### Signal metal coverage by tile

Scale bar: 50 um. The die is cut into 28 by 28 equal tiles; black is low, pale yellow is high, scaled to the fullest tile. Values are wire area over tile area, all layers added.
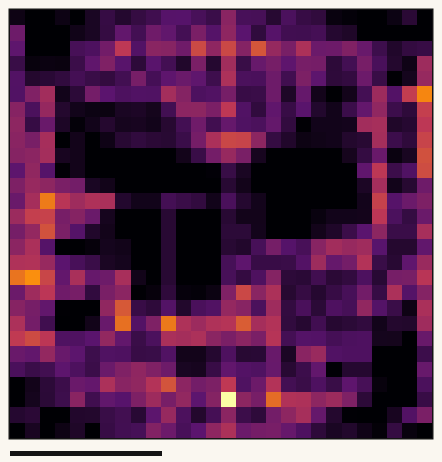
### Cell outlines without signal wires

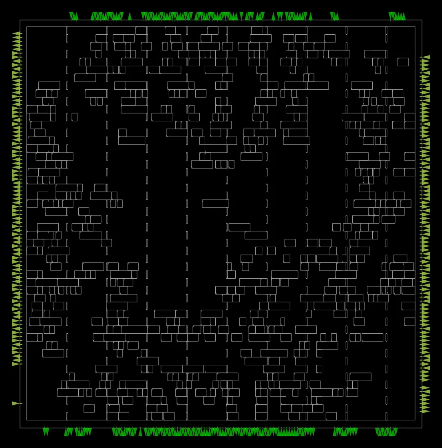
### Placement by cell class

Fill, decap, tap and diode cells in gray.
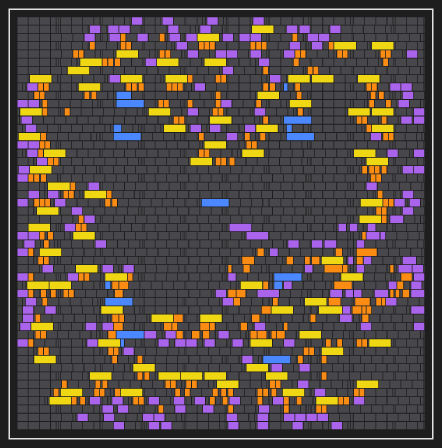
### Register map, names as in the netlist

Other sequential cells in the stronger gray, the rest of the logic in the fainter gray.
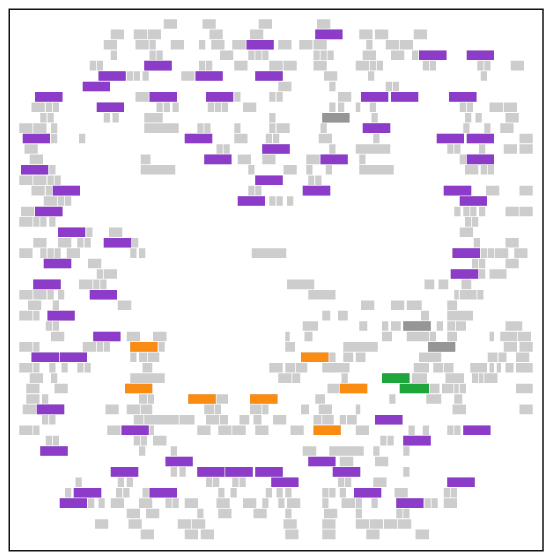
### Layout detail

Scale bar: 20 um. Window x 10 to 60, y 10 to 60 um. Cells in gray, sequential cells in the stronger gray; small squares are vias.
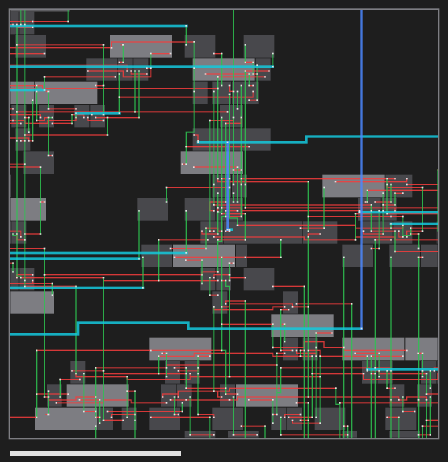
**src/rtl/cprv_mem_arbiter_if.sv**
```systemverilog
// Handshake bundle between the two CPU requesters (fetch, data), the arbiter,
// and the shared single-port RAM.
interface cprv_mem_arbiter_if #(
   parameter int DATA_WIDTH = 64,
   parameter int ADDR_WIDTH = 7
);
   logic                  i_req_valid;
   logic                  i_req_ready;
   logic [ADDR_WIDTH-1:0] i_req_addr;
   logic                  i_rsp_valid;
   logic                  i_rsp_ready;
   logic [DATA_WIDTH-1:0] i_rsp_data;

   logic                  d_req_valid;
   logic                  d_req_ready;
   logic [ADDR_WIDTH-1:0] d_req_addr;
   logic [DATA_WIDTH-1:0] d_req_wdata;
   logic                  d_req_w_en;
   logic                  d_rsp_valid;
   logic                  d_rsp_ready;
   logic [DATA_WIDTH-1:0] d_rsp_data;

   logic                  m_req_valid;
   logic                  m_req_ready;
   logic [ADDR_WIDTH-1:0] m_addr;
   logic [DATA_WIDTH-1:0] m_wdata;
   logic                  m_w_en;
   logic                  m_rsp_valid;
   logic                  m_rsp_ready;
   logic [DATA_WIDTH-1:0] m_rdata;

   // Arbiter side.
   modport slave (
      input  i_req_valid, i_req_addr, i_rsp_ready,
      output i_req_ready, i_rsp_valid, i_rsp_data,
      input  d_req_valid, d_req_addr, d_req_wdata, d_req_w_en, d_rsp_ready,
      output d_req_ready, d_rsp_valid, d_rsp_data,
      output m_req_valid, m_addr, m_wdata, m_w_en, m_rsp_ready,
      input  m_req_ready, m_rsp_valid, m_rdata
   );

   // Requester / RAM side.
   modport master (
      output i_req_valid, i_req_addr, i_rsp_ready,
      input  i_req_ready, i_rsp_valid, i_rsp_data,
      output d_req_valid, d_req_addr, d_req_wdata, d_req_w_en, d_rsp_ready,
      input  d_req_ready, d_rsp_valid, d_rsp_data,
      input  m_req_valid, m_addr, m_wdata, m_w_en, m_rsp_ready,
      output m_req_ready, m_rsp_valid, m_rdata
   );
endinterface

```
**src/rtl/cprv_mem_arbiter.sv**
```systemverilog
// Two-requester arbiter (instruction fetch, data) in front of one single-port RAM.
// One transaction in flight at a time; ties alternate between the requesters.
module cprv_mem_arbiter #(
   parameter int DATA_WIDTH = 64,
   parameter int ADDR_WIDTH = 7
) (
   input  logic                clk,
   input  logic                rst,
   cprv_mem_arbiter_if.slave   bus
);

   typedef enum logic [1:0] {
      IDLE = 2'd0,
      REQ  = 2'd1,
      RSP  = 2'd2
   } state_t;

   state_t                state;
   logic                  owner_d;
   logic                  last_d;
   logic [ADDR_WIDTH-1:0] addr_q;
   logic [DATA_WIDTH-1:0] wdata_q;
   logic                  w_en_q;

   logic                  grant_i;
   logic                  grant_d;
   logic                  owner_rsp_ready;

   // last_d set means data was granted last, so fetch wins the next tie.
   always_comb begin
      grant_i = (state == IDLE) && !rst && bus.i_req_valid &&
                (!bus.d_req_valid || last_d);
      grant_d = (state == IDLE) && !rst && bus.d_req_valid &&
                (!bus.i_req_valid || !last_d);
      owner_rsp_ready = owner_d ? bus.d_rsp_ready : bus.i_rsp_ready;
   end

   always_ff @(posedge clk) begin
      if (rst) begin
         state   <= IDLE;
         owner_d <= 1'b0;
         last_d  <= 1'b1;
         addr_q  <= '0;
         wdata_q <= '0;
         w_en_q  <= 1'b0;
      end else begin
         case (state)
            IDLE: begin
               if (grant_i) begin
                  addr_q  <= bus.i_req_addr;
                  wdata_q <= '0;
                  w_en_q  <= 1'b0;
                  owner_d <= 1'b0;
                  last_d  <= 1'b0;
                  state   <= REQ;
               end else if (grant_d) begin
                  addr_q  <= bus.d_req_addr;
                  wdata_q <= bus.d_req_wdata;
                  w_en_q  <= bus.d_req_w_en;
                  owner_d <= 1'b1;
                  last_d  <= 1'b1;
                  state   <= REQ;
               end
            end
            REQ: begin
               if (bus.m_req_ready) state <= RSP;
            end
            RSP: begin
               if (bus.m_rsp_valid && owner_rsp_ready) state <= IDLE;
            end
            default: state <= IDLE;
         endcase
      end
   end

   assign bus.m_addr  = addr_q;
   assign bus.m_wdata = wdata_q;
   assign bus.m_w_en  = w_en_q;

   // Response path is a combinational pass-through steered by the owner.
   always_comb begin
      bus.i_req_ready = grant_i;
      bus.d_req_ready = grant_d;
      bus.m_req_valid = (state == REQ);
      bus.m_rsp_ready = (state == RSP) && owner_rsp_ready;
      bus.i_rsp_valid = (state == RSP) && !owner_d && bus.m_rsp_valid;
      bus.d_rsp_valid = (state == RSP) &&  owner_d && bus.m_rsp_valid;
      bus.i_rsp_data  = bus.m_rdata;
      bus.d_rsp_data  = bus.m_rdata;
   end

endmodule

```
**src/flat_wrapper.sv**
```systemverilog
// flat-port wrapper written by rule: the top's interface ports become plain ports
module cprv_mem_arbiter_flat 
#(
   parameter int DATA_WIDTH = 64,
   parameter int ADDR_WIDTH = 7
)
  (clk, rst, bus_i_req_valid, bus_i_req_addr, bus_i_rsp_ready, bus_i_req_ready, bus_i_rsp_valid, bus_i_rsp_data, bus_d_req_valid, bus_d_req_addr, bus_d_req_wdata, bus_d_req_w_en, bus_d_rsp_ready, bus_d_req_ready, bus_d_rsp_valid, bus_d_rsp_data, bus_m_req_valid, bus_m_addr, bus_m_wdata, bus_m_w_en, bus_m_rsp_ready, bus_m_req_ready, bus_m_rsp_valid, bus_m_rdata);
  cprv_mem_arbiter_if #(.DATA_WIDTH(DATA_WIDTH), .ADDR_WIDTH(ADDR_WIDTH)) bus_i ();
  input  logic clk;
  input  logic rst;
  input wire logic [$bits(bus_i.i_req_valid)-1:0] bus_i_req_valid;
  input wire logic [$bits(bus_i.i_req_addr)-1:0] bus_i_req_addr;
  input wire logic [$bits(bus_i.i_rsp_ready)-1:0] bus_i_rsp_ready;
  output wire logic [$bits(bus_i.i_req_ready)-1:0] bus_i_req_ready;
  output wire logic [$bits(bus_i.i_rsp_valid)-1:0] bus_i_rsp_valid;
  output wire logic [$bits(bus_i.i_rsp_data)-1:0] bus_i_rsp_data;
  input wire logic [$bits(bus_i.d_req_valid)-1:0] bus_d_req_valid;
  input wire logic [$bits(bus_i.d_req_addr)-1:0] bus_d_req_addr;
  input wire logic [$bits(bus_i.d_req_wdata)-1:0] bus_d_req_wdata;
  input wire logic [$bits(bus_i.d_req_w_en)-1:0] bus_d_req_w_en;
  input wire logic [$bits(bus_i.d_rsp_ready)-1:0] bus_d_rsp_ready;
  output wire logic [$bits(bus_i.d_req_ready)-1:0] bus_d_req_ready;
  output wire logic [$bits(bus_i.d_rsp_valid)-1:0] bus_d_rsp_valid;
  output wire logic [$bits(bus_i.d_rsp_data)-1:0] bus_d_rsp_data;
  output wire logic [$bits(bus_i.m_req_valid)-1:0] bus_m_req_valid;
  output wire logic [$bits(bus_i.m_addr)-1:0] bus_m_addr;
  output wire logic [$bits(bus_i.m_wdata)-1:0] bus_m_wdata;
  output wire logic [$bits(bus_i.m_w_en)-1:0] bus_m_w_en;
  output wire logic [$bits(bus_i.m_rsp_ready)-1:0] bus_m_rsp_ready;
  input wire logic [$bits(bus_i.m_req_ready)-1:0] bus_m_req_ready;
  input wire logic [$bits(bus_i.m_rsp_valid)-1:0] bus_m_rsp_valid;
  input wire logic [$bits(bus_i.m_rdata)-1:0] bus_m_rdata;
  assign bus_i.i_req_valid = bus_i_req_valid;
  assign bus_i.i_req_addr = bus_i_req_addr;
  assign bus_i.i_rsp_ready = bus_i_rsp_ready;
  assign bus_i_req_ready = bus_i.i_req_ready;
  assign bus_i_rsp_valid = bus_i.i_rsp_valid;
  assign bus_i_rsp_data = bus_i.i_rsp_data;
  assign bus_i.d_req_valid = bus_d_req_valid;
  assign bus_i.d_req_addr = bus_d_req_addr;
  assign bus_i.d_req_wdata = bus_d_req_wdata;
  assign bus_i.d_req_w_en = bus_d_req_w_en;
  assign bus_i.d_rsp_ready = bus_d_rsp_ready;
  assign bus_d_req_ready = bus_i.d_req_ready;
  assign bus_d_rsp_valid = bus_i.d_rsp_valid;
  assign bus_d_rsp_data = bus_i.d_rsp_data;
  assign bus_m_req_valid = bus_i.m_req_valid;
  assign bus_m_addr = bus_i.m_addr;
  assign bus_m_wdata = bus_i.m_wdata;
  assign bus_m_w_en = bus_i.m_w_en;
  assign bus_m_rsp_ready = bus_i.m_rsp_ready;
  assign bus_i.m_req_ready = bus_m_req_ready;
  assign bus_i.m_rsp_valid = bus_m_rsp_valid;
  assign bus_i.m_rdata = bus_m_rdata;
  cprv_mem_arbiter #(.DATA_WIDTH(DATA_WIDTH), .ADDR_WIDTH(ADDR_WIDTH)) u_core (.clk(clk), .rst(rst), .bus(bus_i));
endmodule
```
**config.mk**
```make
export PLATFORM = sky130hd
export DESIGN_NAME = cprv_mem_arbiter_flat
export DESIGN_NICKNAME = d
export VERILOG_FILES = /design/src/rtl/cprv_mem_arbiter_if.sv /design/src/rtl/cprv_mem_arbiter.sv /design/src/flat_wrapper.sv
export SDC_FILE = /design/constraint.sdc
export NUM_CORES = 1
export LEC_CHECK = 0
export CORE_AREA = 2 2 137 139
export DETAILED_ROUTE_END_ITERATION = 10
export DIE_AREA = 0 0 139 141
export PLACE_DENSITY_LB_ADDON = 0.1
export SKIP_CTS_REPAIR_TIMING = 1
export SLEW_MARGIN = 30
export SYNTH_ARGS = -nofsm -noshare
export SYNTH_HDL_FRONTEND = slang
export SYNTH_SLANG_ARGS = --single-unit
```
**constraint.sdc**
```tcl
create_clock -name clk -period 1.8 [get_ports clk]
set_input_delay 0.36 -clock clk [delete_from_list [all_inputs] [get_ports clk]]
set_output_delay 0.36 -clock clk [all_outputs]
set_load 0.005 [all_outputs]
```
==> results.txt <==
Implementation results are summarized by area below.

Outcome
The run finished with clean final reports.

STA
The maximum clock frequency is 577.9 MHz. The headroom to the max-slew limit is 40.10%.

Layout
Leaving out the clock tree, the finished layout contains a buffer count of 185. The flip-flop count of the largest register after layout is 64. In the final layout, the share of cells above drive strength 1 is 8.868%.

Synthesis
Yosys instantiated no cell more often than sky130_fd_sc_hd__buf_4. The average cell area after synthesis is 8.061 um^2. The chip area line in the Yosys stat output reads 4023 um^2. The synthesized area is 4023 um^2.

Setup path
The timing report notes that buffer and inverter cells on the critical path total 1. The capture point of the critical path was reported as bus_i_req_ready. The launch point of the critical path was reported as u_core.state[1]$_SDFFE_PP0P_.

Die
The die covers 19600 um^2.

Power and ir drop
The power share of the combinational group is 18.0%. Per report_power, the Sequential row totals 1.79 mW. The internal power contribution is 3.126 mW.

Worst hold path
The class of the tightest hold or removal check is reg2reg. The number of stages on the worst hold path is 2.

Detailed routing
The number of iterations in the first detailed-routing pass is 4.

Clocking
CTS built an H-tree with a depth of 3.

Global routing
The global routing usage on met2 is 19.37%.

Placed design
In this run the cell area measured after placement is 5007 um^2.
Notes on 'Signal metal coverage by tile' above:
tiles over half the peak = 4.0%
mean over tiles = 0.11
fullest tile = 0.54

Notes on 'Cell outlines without signal wires' above:
number of fill cells in the layout: 1938
placeable core region: 18270 um^2
total number of placement rows: 50
Finished Core Util: 29.20%
sequential share of cell area: 28.55%

Notes on 'Placement by cell class' above:
registers -> yellow  # cells 76
remaining logic cells -> orange  # cells 253
clock drivers and dummy loads -> blue  # cells 16
remaining buffers and delay cells -> purple  # cells 185

Notes on 'Register map, names as in the netlist' above:
u_core.state -> green  # flops 2
u_core.bus.m_addr -> orange  # flops 7
u_core.bus.m_wdata -> purple  # flops 64, where all over the die
not colored = 3

Notes on 'Layout detail' above:
M3 -> cyan
M4 -> blue
M1 -> red
M2 -> green
most frequent = clkdlybuf4s50_1 (17), a21oi_1 (16), dfxtp_1 (15)
cells with their middle in the window = 83
sequential cells in the window = 15
netlist names of flops here include = u_core.bus.m_wdata (12), u_core.bus.m_addr (3)

Power is estimated from default activity; no workload was simulated.
